Run 1, routing congestion:
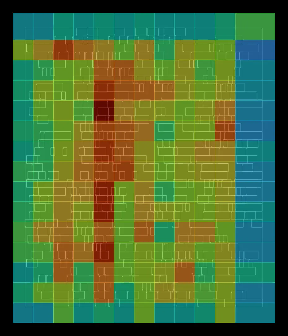
Run 1, selected gate families:
(2 px per um)
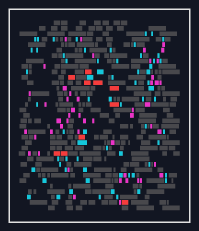
Run 1, pin placement:
(4 px per um) Pins as bars across the die edge, other pins in gray.
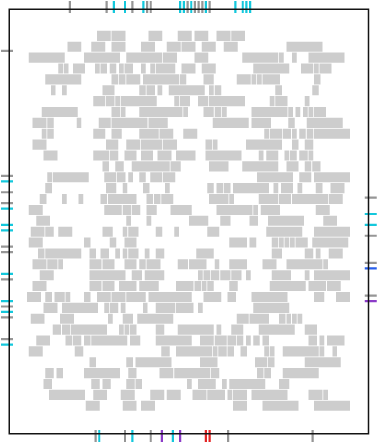
File: src/rtl/rtc_pkg.sv
// rtc_pkg: shared states, BCD limits, time field slices and field increment for rtc_set_ctrl
package rtc_pkg;
  typedef enum logic [1:0] {
    RUN     = 2'd0,
    SET_HR  = 2'd1,
    SET_MIN = 2'd2,
    SET_SEC = 2'd3
  } rtc_state_e;

  localparam logic [7:0] HR_MAX_BCD      = 8'h23;
  localparam logic [7:0] MIN_SEC_MAX_BCD = 8'h59;

  localparam int FLD_HR  = 2;
  localparam int FLD_MIN = 1;
  localparam int FLD_SEC = 0;

  localparam int FLD_W   = 8;
  localparam int HR_LSB  = 16;
  localparam int MIN_LSB = 8;
  localparam int SEC_LSB = 0;

  // Two-digit BCD increment; wraps to 00 after max and never carries out of the field.
  function automatic logic [7:0] bcd_inc(input logic [7:0] v, input logic [7:0] max);
    return v == max ? 8'h00 : v[3:0] == 4'd9 ? {v[7:4] + 4'd1, 4'd0} : v + 8'd1;
  endfunction
endpackage

File: src/rtl/rtc_set_ctrl_if.sv
// rtc_set_ctrl_if: button, live-time and timekeeper/display signals of the time-setting controller
interface rtc_set_ctrl_if;
  logic        btn_mode;
  logic        btn_inc;
  logic [23:0] cur_time;
  logic [23:0] set_time;
  logic        load;
  logic        run_en;
  logic [2:0]  blink_mask;
  logic [1:0]  mode_state;

  modport master (
    output btn_mode, btn_inc, cur_time,
    input  set_time, load, run_en, blink_mask, mode_state
  );

  modport slave (
    input  btn_mode, btn_inc, cur_time,
    output set_time, load, run_en, blink_mask, mode_state
  );
endinterface

File: src/rtl/rtc_btn_debounce.sv
// rtc_btn_debounce: 2-flop sync, debounce, press pulse; auto-repeat when RTC_AUTOREPEAT_EN is defined
module rtc_btn_debounce #(
  parameter int DEBOUNCE_TICKS = 3,
  parameter int REPEAT_EN      = 0,
  parameter int REPEAT_DELAY   = 50,
  parameter int REPEAT_RATE    = 10
) (
  input  logic hundred_clk,
  input  logic rst,
  input  logic btn,
  output logic press
);
  localparam int CNT_W = $clog2(DEBOUNCE_TICKS + 1);

  logic [1:0]       sync_q, sync_d;
  logic [CNT_W-1:0] cnt_q, cnt_d;
  logic             lvl_q, lvl_d;
  logic             press_q, press_d;
  logic             diff, accept, rise;

  assign diff   = sync_q[1] != lvl_q;
  assign accept = diff && cnt_q == CNT_W'(DEBOUNCE_TICKS - 1);
  assign rise   = lvl_d & ~lvl_q;
  assign press  = press_q;

  always_comb begin
    sync_d = {sync_q[0], btn};
    cnt_d  = diff && !accept ? cnt_q + 1'b1 : '0;
    lvl_d  = accept ? sync_q[1] : lvl_q;
  end

`ifdef RTC_AUTOREPEAT_EN
  localparam int REP_W = $clog2(REPEAT_DELAY + 1);

  logic [REP_W-1:0] rep_q, rep_d;
  logic             rep_fire;

  // Only fire while the accepted level stays high through this edge, so a release cancels it.
  assign rep_fire = REPEAT_EN != 0 && lvl_q && lvl_d && rep_q == REP_W'(REPEAT_DELAY - 1);

  always_comb begin
    rep_d   = rise ? '0 : rep_fire ? REP_W'(REPEAT_DELAY - REPEAT_RATE) : lvl_q ? rep_q + 1'b1 : rep_q;
    press_d = rise | rep_fire;
  end

  always_ff @(posedge hundred_clk or posedge rst)
    if (rst) rep_q <= '0;
    else     rep_q <= rep_d;
`else
  logic unused_rep;
  assign unused_rep = |{REPEAT_EN, REPEAT_DELAY, REPEAT_RATE};
  assign press_d    = rise;
`endif

  always_ff @(posedge hundred_clk or posedge rst)
    if (rst) begin
      sync_q  <= '0;
      cnt_q   <= '0;
      lvl_q   <= 1'b0;
      press_q <= 1'b0;
    end else begin
      sync_q  <= sync_d;
      cnt_q   <= cnt_d;
      lvl_q   <= lvl_d;
      press_q <= press_d;
    end
endmodule

File: src/rtl/rtc_set_ctrl.sv
// rtc_set_ctrl: button-driven hh:mm:ss edit FSM with load strobe and field blink.
// Define RTC_AUTOREPEAT_EN to enable auto-repeat on the increment button.
module rtc_set_ctrl
  import rtc_pkg::*;
#(
  parameter int DEBOUNCE_TICKS = 3,
  parameter int TIMEOUT_TICKS  = 3000,
  parameter int REPEAT_DELAY   = 50,
  parameter int REPEAT_RATE    = 10
) (
  input logic            hundred_clk,
  input logic            rst,
  rtc_set_ctrl_if.slave  bus
);
  localparam int IDLE_W = $clog2(TIMEOUT_TICKS + 1);

  rtc_state_e        state_q, state_d;
  logic [23:0]       edit_q, edit_d;
  logic [IDLE_W-1:0] idle_q, idle_d;
  logic [5:0]        phase_q, phase_d;
  logic              load_q, load_d;
  logic              mode_p, inc_p, phase;
  logic [4:0]        lsb;
  logic [7:0]        fld_max;
  logic [2:0]        blink;

  rtc_btn_debounce #(
    .DEBOUNCE_TICKS(DEBOUNCE_TICKS), .REPEAT_EN(0),
    .REPEAT_DELAY(REPEAT_DELAY), .REPEAT_RATE(REPEAT_RATE)
  ) u_mode (
    .hundred_clk(hundred_clk), .rst(rst), .btn(bus.btn_mode), .press(mode_p)
  );

  rtc_btn_debounce #(
    .DEBOUNCE_TICKS(DEBOUNCE_TICKS), .REPEAT_EN(1),
    .REPEAT_DELAY(REPEAT_DELAY), .REPEAT_RATE(REPEAT_RATE)
  ) u_inc (
    .hundred_clk(hundred_clk), .rst(rst), .btn(bus.btn_inc), .press(inc_p)
  );

  assign lsb     = state_q == SET_HR ? 5'(HR_LSB) : state_q == SET_MIN ? 5'(MIN_LSB) : 5'(SEC_LSB);
  assign fld_max = state_q == SET_HR ? HR_MAX_BCD : MIN_SEC_MAX_BCD;
  assign phase   = phase_q >= 6'd25;

  always_comb begin
    blink          = '0;
    blink[FLD_HR]  = phase && state_q == SET_HR;
    blink[FLD_MIN] = phase && state_q == SET_MIN;
    blink[FLD_SEC] = phase && state_q == SET_SEC;
  end

  assign bus.set_time   = edit_q;
  assign bus.load       = load_q;
  assign bus.run_en     = state_q == RUN;
  assign bus.blink_mask = blink;
  assign bus.mode_state = state_q;

  // Mode outranks increment; SET_SEC + 1 wraps to RUN and raises load alongside run_en.
  always_comb begin
    state_d = state_q;
    edit_d  = edit_q;
    load_d  = 1'b0;
    idle_d  = state_q == RUN || mode_p || inc_p ? '0 : idle_q + 1'b1;
    phase_d = phase_q == 6'd49 ? '0 : phase_q + 6'd1;
    if (state_q == RUN) begin
      if (mode_p) begin
        state_d = SET_HR;
        edit_d  = bus.cur_time;
      end
    end else if (mode_p) begin
      state_d = rtc_state_e'(state_q + 2'd1);
      load_d  = state_q == SET_SEC;
    end else if (inc_p)
      edit_d[lsb +: FLD_W] = bcd_inc(edit_q[lsb +: FLD_W], fld_max);
    else if (idle_q == IDLE_W'(TIMEOUT_TICKS - 1))
      state_d = RUN;
  end

  always_ff @(posedge hundred_clk or posedge rst)
    if (rst) begin
      state_q <= RUN;
      edit_q  <= '0;
      idle_q  <= '0;
      phase_q <= '0;
      load_q  <= 1'b0;
    end else begin
      state_q <= state_d;
      edit_q  <= edit_d;
      idle_q  <= idle_d;
      phase_q <= phase_d;
      load_q  <= load_d;
    end
endmodule

File: src/flat_wrapper.sv
// flat-port wrapper written by rule: the top's interface ports become plain ports
module rtc_set_ctrl_flat import rtc_pkg::*;
#(
  parameter int DEBOUNCE_TICKS = 3,
  parameter int TIMEOUT_TICKS  = 3000,
  parameter int REPEAT_DELAY   = 50,
  parameter int REPEAT_RATE    = 10
)
  (hundred_clk, rst, bus_btn_mode, bus_btn_inc, bus_cur_time, bus_set_time, bus_load, bus_run_en, bus_blink_mask, bus_mode_state);
  rtc_set_ctrl_if bus_i ();
  input logic hundred_clk;
  input logic rst;
  input wire logic [$bits(bus_i.btn_mode)-1:0] bus_btn_mode;
  input wire logic [$bits(bus_i.btn_inc)-1:0] bus_btn_inc;
  input wire logic [$bits(bus_i.cur_time)-1:0] bus_cur_time;
  output wire logic [$bits(bus_i.set_time)-1:0] bus_set_time;
  output wire logic [$bits(bus_i.load)-1:0] bus_load;
  output wire logic [$bits(bus_i.run_en)-1:0] bus_run_en;
  output wire logic [$bits(bus_i.blink_mask)-1:0] bus_blink_mask;
  output wire logic [$bits(bus_i.mode_state)-1:0] bus_mode_state;
  assign bus_i.btn_mode = bus_btn_mode;
  assign bus_i.btn_inc = bus_btn_inc;
  assign bus_i.cur_time = bus_cur_time;
  assign bus_set_time = bus_i.set_time;
  assign bus_load = bus_i.load;
  assign bus_run_en = bus_i.run_en;
  assign bus_blink_mask = bus_i.blink_mask;
  assign bus_mode_state = bus_i.mode_state;
  rtc_set_ctrl #(.DEBOUNCE_TICKS(DEBOUNCE_TICKS), .TIMEOUT_TICKS(TIMEOUT_TICKS), .REPEAT_DELAY(REPEAT_DELAY), .REPEAT_RATE(REPEAT_RATE)) u_core (.hundred_clk(hundred_clk), .rst(rst), .bus(bus_i));
endmodule
File: config.mk
export PLATFORM = sky130hd
export DESIGN_NAME = rtc_set_ctrl_flat
export DESIGN_NICKNAME = d
export VERILOG_FILES = /design/src/rtl/rtc_pkg.sv /design/src/rtl/rtc_set_ctrl_if.sv /design/src/rtl/rtc_btn_debounce.sv /design/src/rtl/rtc_set_ctrl.sv /design/src/flat_wrapper.sv
export SDC_FILE = /design/constraint.sdc
export NUM_CORES = 1
export LEC_CHECK = 0
export ABC_AREA = 0
export CELL_PAD_IN_SITES_DETAIL_PLACEMENT = 0
export CELL_PAD_IN_SITES_GLOBAL_PLACEMENT = 1
export CORE_ASPECT_RATIO = 1.2
export CORE_MARGIN = 4
export CORE_UTILIZATION = 40
export CTS_BUF_LIST = sky130_fd_sc_hd__clkbuf_4 sky130_fd_sc_hd__clkbuf_8
export DETAILED_ROUTE_END_ITERATION = 10
export MAX_ROUTING_LAYER = met4
export PLACE_DENSITY_LB_ADDON = 0.15
export SYNTH_ARGS = -nofsm -noshare
export SYNTH_HDL_FRONTEND = slang
export SYNTH_SLANG_ARGS = --single-unit
File: constraint.sdc
create_clock -name hundred_clk -period 3.2 [get_ports hundred_clk]
set_clock_uncertainty 0.05 [all_clocks]
set_input_delay 0.32 -clock hundred_clk [delete_from_list [all_inputs] [get_ports hundred_clk]]
set_output_delay 0.32 -clock hundred_clk [all_outputs]
set_load 0.005 [all_outputs]
==> flow_summary.toml, run 1 <==
# flow metrics
[timing]
drv_slew = 0
finalCritPeriodShare_pct = 91.0
clock.fmax_mhz = 343
worstMarginPinSlew_ns = 0.580
setup_viol = 0

[layout]
largest_reg_flops = 24
fin_area_sq_mm = 0.00411
buffers = 66
dominant_cells = "combinational gates"
comb_area_sq_mm = 0.00164
layout_top_cell = "clkdlybuf4s50_1"
final_layout_size_suffix_gt1_share_pct = 8.91
finalNetCount = 442
syn2layout_area_growth_pct = 29.0

[placed_design]
numPortBuffers = 58
placed_cell_area_sq_mm = 0.00388
dp.cells = 481

[clocking]
cts_post_setup_buffers_inserted = 0
htreeDepth = 3
cts_buffers = 9
cts_buffer_depth = 2

[worst_setup_path]
rr_startpoint = "u_core.bus.mode_state[0]"
critical_path_buf_inv_count = 2
path_depth = 9
crit_slowest_cell = "ha_1"
cp_max_fo = 9

[global_routing]
first_global_vias = 2745
grt_max_degree = 34
overflow = 0

[power]
combinationalPowerShare_pct = 42.2
netSwitchingFraction_pct = 36.6
leakage_nw = 1.70
maxPowerGroup = "combinational cells"
seq_cell_power_w = 0.00107
powerClk_w = 0.000788
total_power_w = 0.00322
powerDensity_mw_per_mm2 = 784

[yosys]
yosys.area_share.simple_pct = 20.5
ys_types = 53
synth_chip_area_sq_mm = 0.00318
syn_inst = 335
top_area_share_pct = 44.8
fa_ha_area_share_pct = 5.50

[detailed_routing]
routedLengthMet1_mm = 3.71
first_pass_iters = 4
routed_via_density = 5.48
via_count = 2716
routed-wl-met2_mm = 4.23

[flow_run]
warnings = 33

[floorplanning]
ios = 59
core_util_floorplan_pct = 41.3

[run_status]
status = "finished, final reports clean"

[hold_path]
min_path_type = "input port to asynchronous set/reset pin"
## Picture notes: 'routing congestion'
Final Core Density: 53.3%
met3 GRT Util: 3.83%
met2 Use GR: 31.3%

## Picture notes: 'selected gate families'
[multiplexers] red | cells: 10
[NOR gates] cyan | cells: 66 | where: spread over the die
[NAND gates] magenta | cells: 49
final cell count without fillers: 496
logic share of the area: 40.0%

## Picture notes: 'pin placement'
[bus_btn_inc] blue | pins: 1 | direction: input | edge: right
[bus_mode_state] red | pins: 2 | direction: output | edge: bottom
[bus_set_time] cyan | pins: 24 | direction: output | edge: 11 top, 8 left, 3 bottom, 2 right
[bus_blink_mask] purple | pins: 3 | direction: output | edge: 2 bottom, 1 right
all pins by edge: 21 top, 18 left, 12 bottom, 8 right

## Run 2: what changed since run 1
--- a/config.mk
+++ b/config.mk
@@ -18,3 +18,4 @@
 export SYNTH_ARGS = -nofsm -noshare
 export SYNTH_HDL_FRONTEND = slang
 export SYNTH_SLANG_ARGS = --single-unit
+export TNS_END_PERCENT = 50
Run 2, routing congestion:
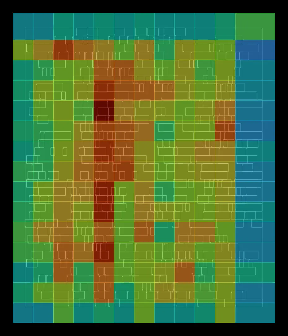
met1 Usage GRT: 25.3%
busiest grt layer: met2
post-DR wirelength/cell: 16.9 um
global-route usage over all layers: 19.9%

Run 2, selected gate families:
(2 px per um)
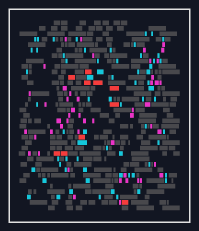
[multiplexers] red | cells: 10
[NOR gates] cyan | cells: 66 | where: spread over the die
[NAND gates] magenta | cells: 49

==> run 2 against run 1 <==
  * Wire length unchanged
  * Sequential power about the same
  * Global-route usage unchanged
  * Clock power about the same
  * Synthesized area unchanged
  * Critical endpoint unchanged
  * Clock-buffer cell count unchanged
  * Fmax unchanged
  * Register-to-register slack about the same
  * Die area unchanged
  * Critical path depth unchanged
==> flow_summary.toml, run 2 <==
# flow metrics
[clocking]
cts_post_setup_buffers_inserted = 0
htreeDepth = 3
cts_buffers = 9
cts_buffer_depth = 2

[worst_setup_path]
path_depth = 9
arrival_ns = 3.11
rr_startpoint = "u_core.bus.mode_state[0]"
crit_chain = "inv_1, ha_1, buf_4, mux2i_2, a2bb2oi_4, xnor2_1, a21oi_1, or3b_1, a31oi_1"
critical_path.top_delay_family = "AND-OR/OR-AND gates"
rrSetupSlack_ns = 0.29
cp_max_fo = 9
crit_slowest_cell = "ha_1"
max_stage_delay_ns = 0.49
critical_path_buf_inv_count = 2
crit_end = "u_core.bus.set_time[4]"

[timing]
setup_viol = 0
setup_ws_ns = 0.287
layout_min_cycle_time_ns = 2.91
rsz0062_at_grt = "false"
finalCritPeriodShare_pct = 91.0
drv_slew = 0
worstMarginPinSlew_ns = 0.580
clock.fmax_mhz = 343

[detailed_routing]
routed-wl-met2_mm = 4.23
via_count = 2716
routedLengthMet1_mm = 3.71
wl_met3_um = 364
first_pass_iters = 4
routed_via_density = 5.48
maxUsedRoutingLayer = "met4"

[global_routing]
antenna_found_initial = 0
overflow = 0
grt_max_degree = 34
grtUsageMet3_pct = 3.83
first_global_vias = 2745
globalRouteMet2Util_pct = 31.3

[layout]
final_cells = 496
syn2layout_area_growth_pct = 29.0
nFillCells = 737
buffers = 66
comb_area_sq_mm = 0.00164
post-route-util_pct = 53.3
fin_area_sq_mm = 0.00411
nNonClkInverters = 14
flops = 57
num_antenna_cells = 0
finalNetCount = 442
layout_top_cell = "clkdlybuf4s50_1"
final_layout_size_suffix_gt1_share_pct = 8.91
dominant_cells = "combinational gates"
sh_comb_area_pct = 40.0
largest_reg_flops = 24

[yosys]
ys_types = 53
yosys.area_share.simple_pct = 20.5
top_cells_by_area = "dfrtp_1 (45%), ha_1 (5.5%), nor2_1 (5.4%), a21oi_1 (3.8%), nand2_1 (2.9%)"
top_area_share_pct = 44.8
synth.avg_cell_area_sq_um = 9.51
synth_chip_area_sq_mm = 0.00318
syn_inst = 335
fa_ha_area_share_pct = 5.50
mux_area_share_pct = 3.50
edf_count = 0

[power]
powerClk_w = 0.000788
total_power_w = 0.00322
combinationalPowerShare_pct = 42.2
netSwitchingFraction_pct = 36.6
ir_worst_vdd_mv = 0.404
powerDensity_mw_per_mm2 = 784
maxPowerGroup = "combinational cells"
seq_cell_power_w = 0.00107
leakage_nw = 1.70

[placed_design]
post-place-ws_ns = 0.291
numPortBuffers = 58
place.gp.congestion = 0.831
dp.cells = 481
placed_cell_area_sq_mm = 0.00388

[flow_run]
warnings = 33
cap_viol_max_count = 0

[run_status]
status = "finished, final reports clean"

[hold_path]
min_path_type = "input port to asynchronous set/reset pin"

[floorplanning]
core_util_floorplan_pct = 41.3
ios = 59
Run 2, pin placement:
(4 px per um) Pins as bars across the die edge, other pins in gray.
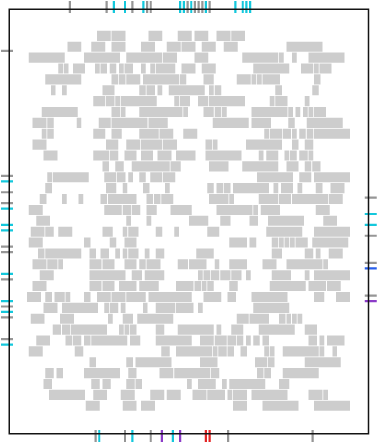

## Run 3: what changed since run 2
==> constraint.sdc (replaced) <==
create_clock -name hundred_clk -period 3.1 [get_ports hundred_clk]
set_clock_uncertainty 0.05 [all_clocks]
set_input_delay 0.31 -clock hundred_clk [delete_from_list [all_inputs] [get_ports hundred_clk]]
set_output_delay 0.31 -clock hundred_clk [all_outputs]
set_load 0.005 [all_outputs]
Run 3, pin placement:
(4 px per um) Pins as bars across the die edge, other pins in gray.
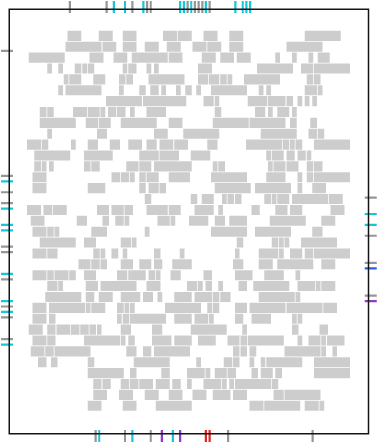
[bus_set_time] cyan | pins: 24 | direction: output | edge: 11 top, 8 left, 3 bottom, 2 right
[bus_btn_inc] blue | pins: 1 | direction: input | edge: right
[bus_blink_mask] purple | pins: 3 | direction: output | edge: 2 bottom, 1 right
[bus_mode_state] red | pins: 2 | direction: output | edge: bottom

Run 3, routing congestion:
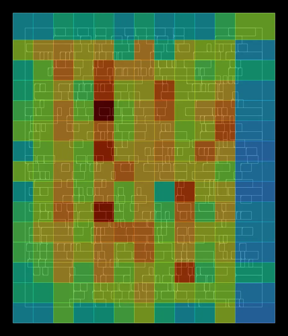
post-DR wirelength/cell: 17.3 um
global-route usage over all layers: 19.7%
met3 GRT Util: 4.53%

==> run 3 against run 2 <==
  * Register-to-register slack gained 0.17 ns
  * Synthesized cell count stayed put
  * Sequential power increased by 4%
  * Die area unchanged
  * Final area down 0.61%
  * Worst setup slack improved by 0.11 ns
  * Non-clock buffer count up 1
  * Critical path type is now flip-flop to primary output
  * Largest cell class unchanged
==> flow_summary.toml, run 3 <==
# flow metrics
[yosys]
synth_chip_area_sq_mm = 0.00318
fa_ha_area_share_pct = 5.50
top_cells_by_area = "dfrtp_1 (45%), ha_1 (5.5%), nor2_1 (5.4%), a21oi_1 (3.8%), nand2_1 (2.9%)"
edf_count = 0
mux_area_share_pct = 3.50
yosys.area_share.simple_pct = 20.5
top_area_share_pct = 44.8

[clocking]
cts_buffers = 9
htreeDepth = 3
cts_buffer_depth = 2

[power]
total_power_w = 0.00323
maxPowerGroup = "combinational cells"
powerClk_w = 0.000711
leakage_nw = 1.68
netSwitchingFraction_pct = 38.5
seq_cell_power_w = 0.00111
ir_worst_vdd_mv = 0.332

[floorplanning]
ios = 59

[layout]
dominant_cells = "combinational gates"
finalNetCount = 443
comb_area_sq_mm = 0.00164
num_antenna_cells = 0
nFillCells = 752
flops = 57
sh_comb_area_pct = 40.2
fin_area_sq_mm = 0.00408
buffers = 67
largest_reg_flops = 24
post-route-util_pct = 53.0
layout_top_cell = "clkdlybuf4s50_1"
final_layout_size_suffix_gt1_share_pct = 9.36

[global_routing]
top_usage_layer = "met2"
grt_max_degree = 33
overflow = 0
first_global_vias = 2708

[worst_setup_path]
cp_max_fo = 6
rrSetupSlack_ns = 0.46
crit_slowest_cell = "clkdlybuf4s50_1"
rr_startpoint = "u_core.bus.mode_state[0]"
crit_chain = "ha_1, or3b_2, a31oi_1, nor2b_1, clkdlybuf4s50_1"
critical_path.top_delay_family = "simple AND/OR/NAND/NOR gates"

[timing]
layout_min_cycle_time_ns = 2.70
finalCritPeriodShare_pct = 87.1
worstMarginPinSlew_ns = 0.565
drv_slew = 0
clock.fmax_mhz = 371

[flow_run]
warnings = 33

[detailed_routing]
routed-wl-met2_mm = 4.32
wl_met3_um = 407
maxUsedRoutingLayer = "met4"
routed_via_density = 5.47

[placed_design]
placed_cell_area_sq_mm = 0.00388
post-place-ws_ns = 0.470

[hold_path]
min_path_type = "input port to asynchronous set/reset pin"

[run_status]
status = "finished, final reports clean"
No activity file was given, so power comes from the tool's default toggle rates.
